`config.mk`:
```
export PLATFORM = sky130hd
export DESIGN_NAME = complex_butterfly_bfp
export DESIGN_NICKNAME = d
export VERILOG_FILES = /design/src/rtl/complex_butterfly_bfp.sv
export SDC_FILE = /design/constraint.sdc
export NUM_CORES = 2
export LEC_CHECK = 0
export ABC_AREA = 1
export ABC_CLOCK_PERIOD_IN_PS = 8430
export CAP_MARGIN = 5
export CORE_AREA = 2 2 443 445
export DETAILED_ROUTE_END_ITERATION = 6
export DIE_AREA = 0 0 445 447
export GPL_TIMING_DRIVEN = 0
export SLEW_MARGIN = 20
export SYNTH_ARGS = -nofsm -noshare
export SYNTH_HDL_FRONTEND = slang
export SYNTH_SLANG_ARGS = --single-unit
```
`constraint.sdc`:
```
create_clock -name clk -period 8.43 [get_ports clk]
set_clock_uncertainty 0.1 [all_clocks]
set_input_delay 1.686 -clock clk [delete_from_list [all_inputs] [get_ports clk]]
set_output_delay 1.686 -clock clk [all_outputs]
set_load 0.02 [all_outputs]
```
`src/rtl/complex_butterfly_bfp.sv`:
```
// rtl/complex_butterfly_bfp.sv - radix-2 DIT complex butterfly, A +/- B*W, with
// per-sample scaling, saturation, growth detection and block-exponent tracking.
module complex_butterfly_bfp #(
  parameter int IWL1    = 16,
  parameter int IWL2    = 16,
  parameter int OWL     = 16,
  parameter int LATENCY = 4,
  parameter int EXPW    = 5
) (
  input  logic            clk,
  input  logic            rst,
  input  logic            strb_in,
  input  logic [1:0]      mode,
  input  logic [IWL1-1:0] din1_re,
  input  logic [IWL1-1:0] din1_im,
  input  logic [IWL2-1:0] din2_re,
  input  logic [IWL2-1:0] din2_im,
  input  logic [IWL1-1:0] din3_re,
  input  logic [IWL1-1:0] din3_im,
  input  logic            stage_clr,
  input  logic            frame_start,
  output logic [OWL-1:0]  dout1_re,
  output logic [OWL-1:0]  dout1_im,
  output logic [OWL-1:0]  dout2_re,
  output logic [OWL-1:0]  dout2_im,
  output logic            strb_out,
  output logic            sat_out,
  output logic            grow,
  output logic [EXPW-1:0] blk_exp,
  output logic            busy,
  output logic            clr_err
);
  localparam int PW = IWL1 + IWL2 + 1;
  localparam int QW = IWL1 + 1;
  localparam int SW = IWL1 + 2;
  localparam int RW = IWL1 + OWL + 4;
  localparam int ND = LATENCY - 2;
  localparam int OW = 4 * OWL + 1;
  localparam logic signed [PW-1:0] PRND = PW'(1) <<< (IWL2 - 2);
  localparam logic signed [RW-1:0] SMAX = (RW'(1) <<< (OWL - 1)) - RW'(1);
  localparam logic signed [RW-1:0] SMIN = -(RW'(1) <<< (OWL - 1));

  logic                   auto_sh, auto_sh_new, clr_acc, grow_hit;
  logic [1:0]             sh_in, sh1, sh2;
  logic [LATENCY-1:0]     vld;
  logic signed [PW-1:0]   br, bi, wr, wi, p1_re, p1_im;
  logic signed [IWL1-1:0] a1_re, a1_im;
  logic signed [QW-1:0]   q_re, q_im;
  logic signed [SW-1:0]   s1_re, s1_im, s2_re, s2_im;
  logic [OWL:0]           f1r, f1i, f2r, f2i;
  logic [OW-1:0]          st3_word;
  logic [OW-1:0]          ostg [ND];

  function automatic logic [OWL:0] scale_sat(input logic signed [SW-1:0] s, input logic [1:0] sh);
    logic signed [RW-1:0] x;
    x = RW'(s);
    case (sh)
      2'd1:    x = (x + RW'(1)) >>> 1;
      2'd2:    x = (x + RW'(2)) >>> 2;
      default: ;
    endcase
    if (x > SMAX) return {1'b1, OWL'(SMAX)};
    if (x < SMIN) return {1'b1, OWL'(SMIN)};
    return {1'b0, OWL'(x)};
  endfunction

  // A sample arriving with an accepted stage_clr or frame_start sees the updated auto shift.
  assign clr_acc = stage_clr && !busy;
  always_comb begin
    auto_sh_new = auto_sh;
    if (frame_start)  auto_sh_new = 1'b0;
    else if (clr_acc) auto_sh_new = grow;
    sh_in = (mode == 2'd3) ? {1'b0, auto_sh_new} : mode;
  end

  always_comb begin
    br   = PW'($signed(din1_re));
    bi   = PW'($signed(din1_im));
    wr   = PW'($signed(din2_re));
    wi   = PW'($signed(din2_im));
    q_re = QW'((p1_re + PRND) >>> (IWL2 - 1));
    q_im = QW'((p1_im + PRND) >>> (IWL2 - 1));
    f1r  = scale_sat(s1_re, sh2);
    f1i  = scale_sat(s1_im, sh2);
    f2r  = scale_sat(s2_re, sh2);
    f2i  = scale_sat(s2_im, sh2);
    st3_word = {f1r[OWL] | f1i[OWL] | f2r[OWL] | f2i[OWL],
                f1r[OWL-1:0], f1i[OWL-1:0], f2r[OWL-1:0], f2i[OWL-1:0]};
  end

  always_ff @(posedge clk) begin
    p1_re <= br * wr - bi * wi;
    p1_im <= br * wi + bi * wr;
    a1_re <= $signed(din3_re);
    a1_im <= $signed(din3_im);
    sh1   <= sh_in;
    s1_re <= SW'(a1_re) + SW'(q_re);
    s1_im <= SW'(a1_im) + SW'(q_im);
    s2_re <= SW'(a1_re) - SW'(q_re);
    s2_im <= SW'(a1_im) - SW'(q_im);
    sh2   <= sh1;
  end

  // Result stages only load on a valid sample so the outputs hold between results.
  always_ff @(posedge clk) begin
    if (rst) begin
      vld <= '0;
      for (int k = 0; k < ND; k++) ostg[k] <= '0;
    end else begin
      vld <= {vld[LATENCY-2:0], strb_in};
      if (vld[1]) ostg[0] <= st3_word;
      for (int k = 1; k < ND; k++)
        if (vld[k+1]) ostg[k] <= ostg[k-1];
    end
  end

  assign {sat_out, dout1_re, dout1_im, dout2_re, dout2_im} = ostg[ND-1];
  assign strb_out = vld[LATENCY-1];
  assign busy     = |vld;
  assign grow_hit = (dout1_re[OWL-1] ^ dout1_re[OWL-2]) | (dout1_im[OWL-1] ^ dout1_im[OWL-2]) |
                    (dout2_re[OWL-1] ^ dout2_re[OWL-2]) | (dout2_im[OWL-1] ^ dout2_im[OWL-2]);

  always_ff @(posedge clk) begin
    if (rst) begin
      auto_sh <= 1'b0;
      grow    <= 1'b0;
      blk_exp <= '0;
      clr_err <= 1'b0;
    end else begin
      auto_sh <= auto_sh_new;
      if (stage_clr && busy) clr_err <= 1'b1;
      if (clr_acc) begin
        grow <= 1'b0;
        if (grow && (blk_exp != '1)) blk_exp <= blk_exp + EXPW'(1);
      end
      if (strb_out && grow_hit) grow <= 1'b1;
      if (frame_start) blk_exp <= '0;
    end
  end
endmodule

```
Figure 1. The metal 1 layer.
Supply wires on this layer in gray.
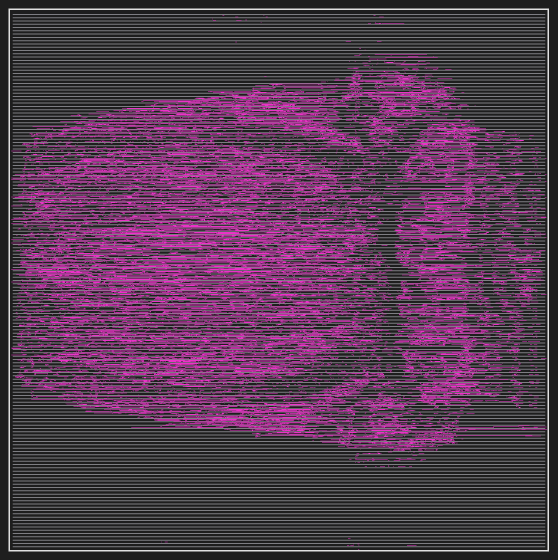
share of all routed wire: 41%
longest straight run: 109 µm
nets with wire on the layer: 8509
wire length on this layer: 84.0 mm

Figure 2. Sequential cells grouped by signal name.
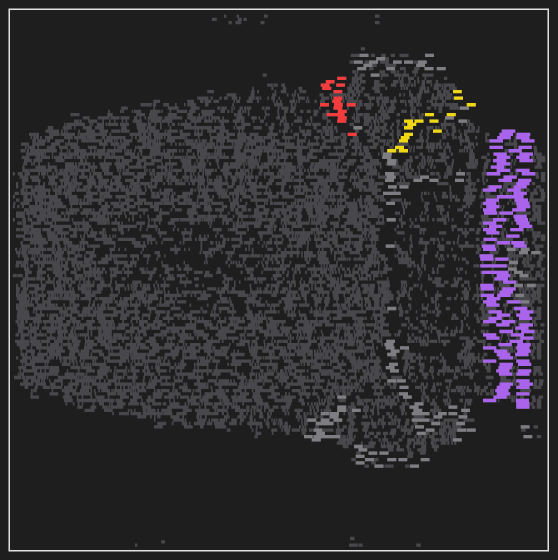
[yellow] s1_re | flops: 17 | where: top right
[purple] ostg | flops: 130 | where: right middle
[red] p1_re | flops: 18 | where: top middle
not colored: 119

==> summary.txt <==
Implementation status.

- The total setup buffers inserted after CTS is 21.
- Measured on the final layout, buffering overhead outside the clock network stands at 0.0724.
- The slowest stage cell on the critical path is sky130_fd_sc_hd__fa_1.
- STA classifies the critical path endpoint as a flip-flop.
- Once synthesis finished, the tally of register bits stood at 284.
- The report puts the cell count of the worst reg-to-reg path at 20.
- The clock network area share is 0.0143.
- The detailed router finished its first iteration with around 3600 violations.
- The combined area of the multi-input logic cells is 0.0416 mm².
- The flow ran to the end, but the final reports show violations.
- The endpoint of the worst hold path is sh2[1].
- The number of hold buffers added after CTS was 0.
- The yosys cell count is 7163.
- The dominant cell by count in the synthesized netlist is sky130_fd_sc_hd__inv_1.
- The highest net fanout along the worst path is 10.
- The pin closest to its max-slew limit shows a slew of 965 ps.
- Per the post-synthesis report, the nets total 8801.
- The checks that failed: DRC.
- OpenSTA lists the critical path endpoint as p1_re[31].
- The launch point of the worst register-to-register path is recorded as p1_re[14].
- Checking max transition, the worst relative margin is 0.356.
- For reference, the final report shows the hold violation count at 0.
- STA classifies the critical path startpoint as a primary input.
- The adder-cell share of the synthesized area is 0.481.
- In this run the standard cell core region covers roughly 0.2 mm².
- For this run, design rule violations remaining after detail routing come to 2.
- The synthesized-area fraction occupied by ao, oa, aoi and oai cells is 0.0586.
- The final number of max-transition violations is 0.
- The total of max-cap violations is 0.
- The number of buffer and inverter instances along the worst setup path is 7.
- The final design area excluding fillers is between 0.06 and 0.07 mm².
- Once detail routing completed, the nets flagged for antenna violations numbered 0.
- The initial antenna violation count came to 7.
- Along the worst hold path, the cell count comes to 0.
- The shortest clock period the worst path allows after layout is 8330 ps.
- In this run the number of cells on the critical path is 25.
- Of the total standard cell area in the layout, the sequential portion is 0.106.
- For this run, the register share of the synthesized area comes to 0.121.
- Prior to clock tree synthesis, the placed netlist has a worst setup slack of -3000 ps.
- The number of clock buffers inserted by TritonCTS is 29.
- The die outline width is 445 µm.
- The number of cells in the finished layout apart from fillers is approximately 10000.
- The detailed-routed wire length on met2 is 93500 µm.
- In the final layout, the share of cells above drive strength 1 is 0.0809.
- By instance count after routing, the leading logic cell types are sky130_fd_sc_hd__inv_1 (2138), sky130_fd_sc_hd__nand2_1 (1483), sky130_fd_sc_hd__fa_1 (1129), sky130_fd_sc_hd__ha_1 (362), sky130_fd_sc_hd__nor2_1 (352).
- The number of standard-cell rows in the floorplan is 162.
- The register with the most flip-flops in the layout has 130 of them.
- The inverter tally of the final layout excluding the clock network is between 2000 and 2500.
- The worst register-to-register path has a setup slack of 4670 ps.
